**config.mk**
```make
export PLATFORM = sky130hd
export DESIGN_NAME = config_chain_loader
export DESIGN_NICKNAME = d
export VERILOG_FILES = /design/src/rtl/config_chain_loader_pkg.sv /design/src/rtl/config_chain_loader.sv
export SDC_FILE = /design/constraint.sdc
export NUM_CORES = 1
export LEC_CHECK = 0
export CORE_MARGIN = 2
export CORE_UTILIZATION = 30
export CTS_CLUSTER_DIAMETER = 30
export DETAILED_ROUTE_END_ITERATION = 10
export PLACE_DENSITY_LB_ADDON = 0.1
export SLEW_MARGIN = 20
export SYNTH_ARGS = -nofsm -noshare
export SYNTH_HDL_FRONTEND = slang
export SYNTH_SLANG_ARGS = --single-unit
```
**constraint.sdc**
```tcl
create_clock -name clk -period 5.6 [get_ports clk]
set_clock_uncertainty 0.05 [all_clocks]
set_input_delay 0.56 -clock clk [delete_from_list [all_inputs] [get_ports clk]]
set_output_delay 0.56 -clock clk [all_outputs]
set_load 0.01 [all_outputs]
```
**src/rtl/config_chain_loader_pkg.sv**
```systemverilog
// Shared types for the configuration chain loader: FSM state encoding and
// default sizing of the word port and downstream chain.
package config_chain_loader_pkg;

    typedef enum logic [2:0] {
        ST_IDLE      = 3'd0,
        ST_WAIT_WORD = 3'd1,
        ST_SHIFT     = 3'd2,
        ST_SET       = 3'd3,
        ST_DONE      = 3'd4
    } state_t;

    localparam int DEF_WORD_W    = 32;
    localparam int DEF_CHAIN_LEN = 1024;

endpackage

```
**src/rtl/config_chain_loader.sv**
```systemverilog
// Serializes config words LSB-first onto the tile shift chain, then pulses
// set_out so the chain latches its shadow registers.
//
// state     | meaning
// ----------+-----------------------------------------------------------
// IDLE      | no load in progress, waiting for start
// WAIT_WORD | word_ready high, chain held (cen=0) until a word arrives
// SHIFT     | one config bit per cycle on shift_out with cen=1
// SET       | set_out pulse after the final chain bit
// DONE      | done pulse, busy drops on exit
module config_chain_loader
    import config_chain_loader_pkg::*;
#(
    parameter int  WORD_W    = DEF_WORD_W,
    parameter int  CHAIN_LEN = DEF_CHAIN_LEN,
    localparam int CNT_W     = $clog2(CHAIN_LEN + 1)
) (
    input  logic              clk,
    input  logic              rst,
    input  logic              start,
    input  logic [WORD_W-1:0] word_data,
    input  logic              word_valid,
    output logic              word_ready,
    output logic              shift_out,
    output logic              cen,
    output logic              set_out,
    output logic              busy,
    output logic              done,
    output logic [CNT_W-1:0]  bits_left
);

    localparam int               IDX_W    = (WORD_W > 1) ? $clog2(WORD_W) : 1;
    localparam logic [IDX_W-1:0] LAST_IDX = IDX_W'(WORD_W - 1);
    localparam logic [CNT_W-1:0] FULL_CNT = CNT_W'(CHAIN_LEN);

    state_t            state;
    logic [WORD_W-1:0] sreg;
    logic [WORD_W-1:0] sreg_nxt;
    logic [IDX_W-1:0]  bit_idx;

    assign sreg_nxt = sreg >> 1;

    always_ff @(posedge clk) begin
        if (!rst) begin
            state      <= ST_IDLE;
            sreg       <= '0;
            bit_idx    <= '0;
            word_ready <= 1'b0;
            shift_out  <= 1'b0;
            cen        <= 1'b0;
            set_out    <= 1'b0;
            busy       <= 1'b0;
            done       <= 1'b0;
            bits_left  <= '0;
        end else begin
            case (state)
                ST_IDLE: begin
                    if (start) begin
                        state      <= ST_WAIT_WORD;
                        bits_left  <= FULL_CNT;
                        busy       <= 1'b1;
                        word_ready <= 1'b1;
                    end
                end
                ST_WAIT_WORD: begin
                    if (word_valid) begin
                        sreg       <= word_data;
                        bit_idx    <= '0;
                        shift_out  <= word_data[0];
                        cen        <= 1'b1;
                        word_ready <= 1'b0;
                        state      <= ST_SHIFT;
                    end
                end
                ST_SHIFT: begin
                    sreg    <= sreg_nxt;
                    bit_idx <= bit_idx + 1'b1;
                    if (bits_left != '0) begin
                        bits_left <= bits_left - 1'b1;
                    end
                    // The chain-length check wins so a partial final word is cut short.
                    if (bits_left <= CNT_W'(1)) begin
                        cen       <= 1'b0;
                        shift_out <= 1'b0;
                        set_out   <= 1'b1;
                        state     <= ST_SET;
                    end else if (bit_idx == LAST_IDX) begin
                        cen        <= 1'b0;
                        shift_out  <= 1'b0;
                        word_ready <= 1'b1;
                        state      <= ST_WAIT_WORD;
                    end else begin
                        shift_out <= sreg_nxt[0];
                    end
                end
                ST_SET: begin
                    set_out <= 1'b0;
                    done    <= 1'b1;
                    state   <= ST_DONE;
                end
                ST_DONE: begin
                    done  <= 1'b0;
                    busy  <= 1'b0;
                    state <= ST_IDLE;
                end
                default: begin
                    state <= ST_IDLE;
                end
            endcase
        end
    end

endmodule

```
Run 1, wiring by layer:
(4 px per um)
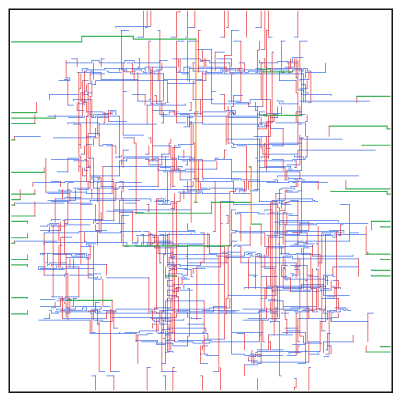
[M3] green | wire length: 301 um
[M2] red | wire length: 2730 um
[M1] blue | wire length: 3020 um
[M4] orange | wire length: 55.1 um
global-route total usage across every layer: 13.9%
final routed wire length divided by cell count: 13.9 um
Detailed Route WL: 6110 um
via count: 2299

Run 1, clock routing:
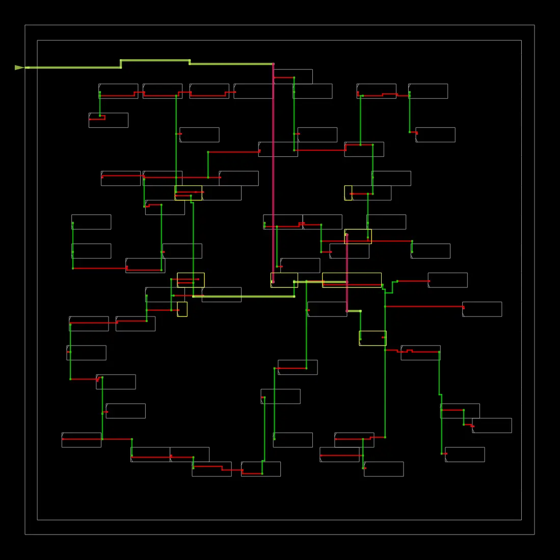
number of buffers inserted during clock tree synthesis: 5
number of clock-tree buffers in the layout: 6
clk_lat worst skew: 0.31 ns
power in the clock group: 0.267 mW
count of clock tree sinks: 56

Run 1, the metal 3 layer:
(3 px per um) Cells faint in the background.
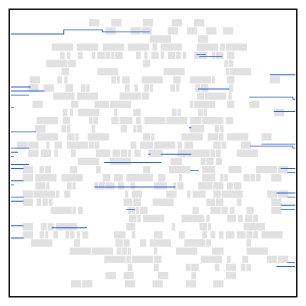
longest straight run: 26.7 um
wire length on this layer: 301 um
share of all routed wire: 4.9%
nets with wire on the layer: 37
met3 layer usage reported by global route: 2.92%

==> summary.txt, run 1 <==
Notes from the flow run.

Status:
- The run finished with clean final reports.

Worst setup path:
- The run gives the worst endpoint required time as ~5.8 ns.
- The run puts the depth of the worst register-to-register path at 3.
- STA classifies the critical path startpoint as an input port.
- Per the timing report, the biggest fanout along the worst path comes to 7.
- The worst setup path is of the in -> reg kind.
- The run puts the count of buffering cells on the critical path with inverters included at 1.
- The endpoint identified for the worst register-to-register timing path is bits_left[1]$_SDFFE_PN0P_.
- The startpoint identified for the worst register-to-register timing path is state[1]$_SDFFE_PN0P_.
- The run gives the worst setup path endpoint as bits_left[3]$_SDFFE_PN0P_.
- The run gives the register-to-register setup slack as 3.43 ns.
- Grouping stages by cell kind, the critical path spends the most delay in simple AND/OR/NAND/NOR gates.
- Traced cell by cell, the critical path runs through clkdlybuf4s50_1 > or4b_2 > nand2_1 > nor2_1 > mux2_2.

Pwr:
- Looking at the VDD voltage map, the peak drop is between 0.1 and 0.15 mV.
- The run puts the fraction of power consumed by sequential logic at between 40% and 50%.
- The power report shows net switching accounting for 28.9% of the total.
- For this design the total switching power over the nets is about 0.27 mW.
- The run gives the power per unit of standard cell area as 290 nW/um^2.

STA:
- The final critical path takes up around two fifths of the cycle.
- The max-slew check reports its worst relative slack as 45.4%.
- Setup repair after global routing left no endpoint under its margin.
- The run gives the final hold violation count as 0.
- The run gives the maximum clock frequency as roughly 450 MHz.
- Endpoints with negative setup slack in the final report add up to 0.
- The worst path meets setup with about 3.4 ns of slack.
- At the pin with the least slew margin, the transition time is 0.817 ns.
- Pins over their slew limit in the final report were tallied at 0.
- The run puts the post-layout minimum cycle time at ~2.2 ns.

Synthesis:
- The run gives the number of cells produced by synthesis as approximately 290.
- The run puts the total nets after synthesis at about 330.
- In the post-synthesis netlist, the biggest area contributors are dfxtp_1 45%, a21oi_1 7.8%, a22oi_1 7.8%.
- Of the combinational cells, the family taking the most area is AND-OR/OR-AND gates.
- The run puts the simple-gate share of the synthesized area at a little under a quarter.
- In the synthesized netlist, the cells that appear most often are 56 x dfxtp_1, 39 x a21oi_1, 29 x nand2_1, 26 x a22oi_1, 23 x nor2_1.
- The run puts the and-or/or-and share of the synthesized area at 24.9%.
- The cell-mix breakdown from Yosys lists the adder-cell area share as around 2.5%.
- The run gives the leading cell type by number of instances after synthesis as dfxtp_1.
- The run gives the prevailing post-synth register cell as dfxtp_1.
- The run gives the area share of the leading cell type in the synthesized netlist as between 40 and 50%.
- The cell area that synthesis handed to floorplanning was between 2000 and 3000 um^2.
- The run puts the multiplexer area fraction after synthesis at between 1 and 1.5%.
- The run gives the total cell area reported by yosys after synthesis as between 2000 and 3000 um^2.

Global routing:
- The run puts the first-pass GRT wire length at 9960 um.
- The run gives the met1 routing resource usage after global routing as 18.7%.
- The layer flagged by global routing as most heavily used is met2.
- The run gives the via count of the first global-routing pass as 2104.

Placed design:
- As logged by OpenROAD, the buffers inserted on ports number around 52.
- Per the gpl log, the routability congestion estimate is about 0.8.
- The run puts the minimum setup slack after placement at roughly 2.7 ns.

Hold path:
- The run gives the class of the most critical hold timing path as reg -> reg.
- The run puts the cell depth of the worst hold path at 2.

Finish:
- The run gives the count of nets after finishing as 375.
- The run puts the final core utilization at about two fifths.
- The run gives the summed area of non-filler cells in the final layout as 3230 um^2.
- By instance count after routing, the leading logic cell types are 56 x dfxtp_1, 52 x clkdlybuf4s50_1, 39 x a21oi_1.
- The run gives the highest-count logic cell in the final layout as dfxtp_1.
- The run gives the share of layout cells above drive strength 1 as 7.46%.

Route:
- The run puts the count of routing violations after the opening detailed-route iteration at between 100 and 150.
- The iteration count recorded for the first detailed-route pass is 4.
- The run puts the number of DRC violations after detailed routing at 0.

Clocking:
- The run puts the maximum buffer depth of the clock tree at 2.
- The run gives the cell resize tally after clock tree synthesis as 0.
- The run puts the total setup buffers inserted after CTS at 0.
- The run gives the clock root buffer as clkbuf_8.
- The registers of the reported paths see a clock transition of 0.10 ns.

Floorplanning:
- The run gives the placement row count as 33.
## run 1: power groups by stage
stage | sequential, mW | combinational, mW | clock [mW]
final | 0.458 | 0.211 | 0.267
after global routing | 0.463 | 0.236 | 0.290
after CTS | 0.458 | 0.213 | 0.276
after detailed placement | 0.467 | 0.212 | 0
after global placement | 0.466 | 0.210 | 0
after floorplan | 0.462 | 0.130 | 0
## run 1: final cells by class
type	instances	area, um^2	share of cell area (%)
multi-input cells	211	1310	40.6
flip-flops and latches	56	1120	34.7
well taps	105	131	4.07
clock buffers	6	72.6	2.25
repair buffers	54	536	16.6
clock inverters	2	35.0	1.08
inverters	6	22.5	0.697
## run 1: flip-flops by register name (all words and copies together), names as in the netlist, 3 cells and up
| name | cells |
|---|---|
| state | 3 |
| bits_left | 11 |
| bit_idx | 5 |
| sreg | 31 |
Run 1, M2 wires:
(3 px per um)
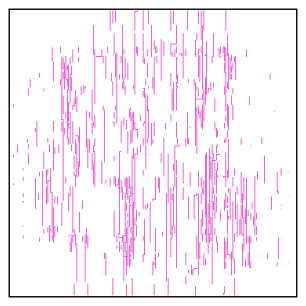

## Run 2: what changed since run 1
clock period = 2.12 ns   (was 5.6 ns; I/O delays follow)
Run 2, M2 wires:
(3 px per um)
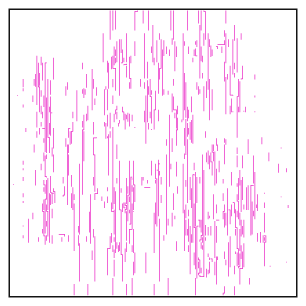
wire length on this layer: 2830 um
main direction: vertical
share of all routed wire: 45%
longest straight run: 35.5 um
met2 Track Usage GR: 21.6%
via count: 2364
Detailed Route WL: 6210 um

Run 2, wiring by layer:
(4 px per um)
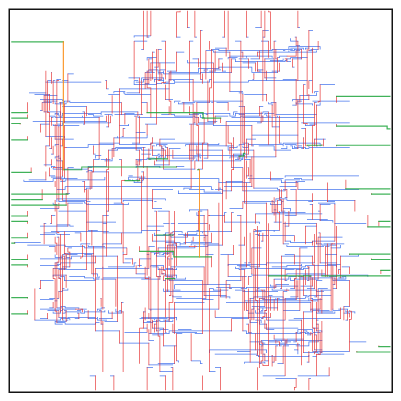
[M4] orange | wire length: 53.7 um
[M1] blue | wire length: 3030 um
[M3] green | wire length: 303 um
[M2] red | wire length: 2830 um
global-route total usage across every layer: 14.3%
final routed wire length divided by cell count: 13.4 um

Run 2, the metal 3 layer:
(3 px per um) Cells faint in the background.
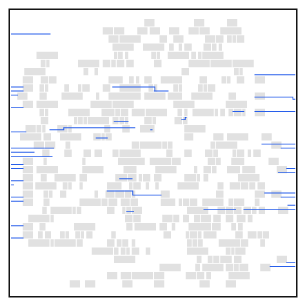
share of all routed wire: 4.9%
main direction: horizontal
wire length on this layer: 303 um
nets with wire on the layer: 38
longest straight run: 23.7 um
met3 layer usage reported by global route: 3.56%

==> run 2 against run 1 <==
Count of clock-buffer cells in the layout down 1. Die size is the same. Global-route usage up 0.38 points. Non-clock buffer count is 24 higher. Synthesized cell count stayed put. Largest power group unchanged.
==> summary.txt, run 2 <==
Notes from the flow run.

Route:
- The run gives the count of TritonRoute iterations in the first routing pass as 4 (unchanged).
- The count of routing violations after the opening detailed-route iteration was 94 (was 108).
- The run gives the number of DRC violations after detailed routing as 0 (unchanged).

Pwr:
- The run puts the total combinational power at 0.656 mW (was 0.211 mW).
- The run puts the peak supply drop at 0.345 mV (was 0.116 mV).
- The run puts the sequential-cell power consumption at 1.19 mW (was 0.458 mW).
- The run gives the power per unit of standard cell area as 747 nW/um^2 (was 290 nW/um^2).
- The run gives the clock group total power as 0.722 mW (was 0.267 mW).
- The leading power group was sequential cells (unchanged).
- The run puts the fraction of power consumed by sequential logic at 46.3% (was 48.9%).
- The run gives the power spent charging and discharging nets as 0.739 mW (was 0.270 mW).

Finish:
- The area occupied by registers is 1120 um^2 (unchanged).
- The run puts the number of flip-flops and latches at 56 (unchanged).
- Top library cells by usage in the layout, fill and taps aside: 56 x dfxtp_1, 52 x clkdlybuf4s50_1, 39 x a21oi_1 (unchanged).
- The area of combinational cells with multiple inputs came to 1310 um^2 (about the same).
- The run puts the number of flip-flops in the largest register at 31 (unchanged).
- The run puts the final-layout non-clock buffer area share at 21.5% (was 16.6%).
- The run gives the number of clock buffers in the layout as 5 (was 6).
- The run puts the count of non-CTS inverters in the layout at 6 (unchanged).
- The run gives the share of layout cells above drive strength 1 as 13.9% (was 7.46%).
- The number of logic gates is 211 (unchanged).
- Leading registers by flop count: sreg (31), bits_left (11), bit_idx (5) (unchanged).
- The run puts the summed area of non-filler cells in the final layout at 3440 um^2 (was 3230 um^2).

STA:
- The run gives the transition time of the tightest slew-check pin as 0.468 ns (was 0.817 ns).
- The run puts the final hold violation count at 0 (unchanged).
- The run gives the worst relative slew slack as 68.6% (was 45.4%).
- In the finished design, the share of the clock period the worst path needs comes to between 90% and 100%.
- Setup repair after global routing missed its margin: no (unchanged).
- The run gives the post-layout minimum cycle time as ~2.0 ns.
- The final worst slack came to 0.162 ns (was 3.36 ns).

Worst setup path:
- The launch point of the worst reg-to-reg path was bits_left[4]$_SDFFE_PN0P_ (was state[1]$_SDFFE_PN0P_).
- The largest fanout of any net on the critical path is 6 (was 7).
- The depth of the worst register-to-register path came to 4 (was 3).
- The run gives the destination of the worst register-to-register timing path as bits_left[10]$_SDFFE_PN0P_ (was bits_left[1]$_SDFFE_PN0P_).
- Cell-by-cell listing of the critical path: or4_4 > or2_4 > or4b_1 > a31oi_1 (was clkdlybuf4s50_1 > or4b_2 > nand2_1 > nor2_1 > mux2_2).
- The type of element launching the critical path was a register (was input port).
- The worst endpoint required time came to 2.32 ns (was 5.76 ns).
- The worst setup path endpoint is bits_left[10]$_SDFFE_PN0P_ (was bits_left[3]$_SDFFE_PN0P_).
- The run gives the register-to-register setup slack as 0.16 ns (was 3.43 ns).

Synthesis:
- The run puts the multiplexer area fraction after synthesis at 1.25% (unchanged).
- The run gives the prevailing logic family in the synthesized netlist as AND-OR/OR-AND gates (unchanged).
- The run gives the netlist area before placement as 2500 um^2 (unchanged).
- The total nets after synthesis came to 334 (unchanged).
- The total cell area reported by yosys after synthesis was 2500 um^2 (unchanged).
- Top post-synthesis cells by area: dfxtp_1 45%, a21oi_1 7.8%, a22oi_1 7.8% (unchanged).
- The run gives the number of cells produced by synthesis as 293 (unchanged).
- The leading cell type by number of instances after synthesis is dfxtp_1 (unchanged).
- Commonest cells in the netlist: 56 x dfxtp_1, 39 x a21oi_1, 29 x nand2_1, 26 x a22oi_1, 23 x nor2_1 (unchanged).

Clocking:
- The clock latency at the later pin of the worst-skew pair is 0.31 ns (about the same).
- The run puts the clock-pin slew of the registers on the worst-case setup and hold paths at 0.11 ns (was 0.10 ns).
- The run gives the clock root buffer as clkbuf_8 (unchanged).
- The total setup buffers inserted after CTS was 0 (unchanged).
- The maximum buffer depth of the clock tree is 2 (unchanged).

Status:
- Run status: finished clean (unchanged).

Hold path:
- The run puts the cell depth of the worst hold path at 2 (unchanged).
- The class of the most critical hold timing path was reg -> reg (unchanged).

Global routing:
- The run puts the via count of the first global-routing pass at 2118 (was 2104).
- The run puts the first-pass GRT wire length at 10200 um (was 9960 um).

Placed design:
- The minimum setup slack after placement came to 0.144 ns (was 2.71 ns).

Floorplanning:
- The run puts the placement row count at 33 (unchanged).
- The tap cell instance count was 105 (unchanged).
-- run 2: cell counts after synthesis --
Identical to the previous run, type by type.
-- run 2: layer usage --
metal / track usage [%] / up-vias / share of wire, %
li1: - / 1214 / -
met1: 20.2 / 1096 / 49
met4: 3.62 / 0 / 0.85
met2: 21.6 / 50 / 45
met3: 3.56 / 4 / 4.9
met5: 0 / - / 0
-- run 2: what timing repair did --
item / 4_1_cts / 5_1_grt
gates resized: 0 / 0
hold endpoints to repair: 0 / 0
hold buffers: 0 / 0
setup endpoints to repair: 0 / 1
-- run 2: kinds of logic after synthesis --
group / count (synthesis)
simple gates: 103
compound gates: 100
flops: 56
buf+inv: 26
fa+ha+maj: 5
mux: 3
Power and IR drop assume default switching activity.
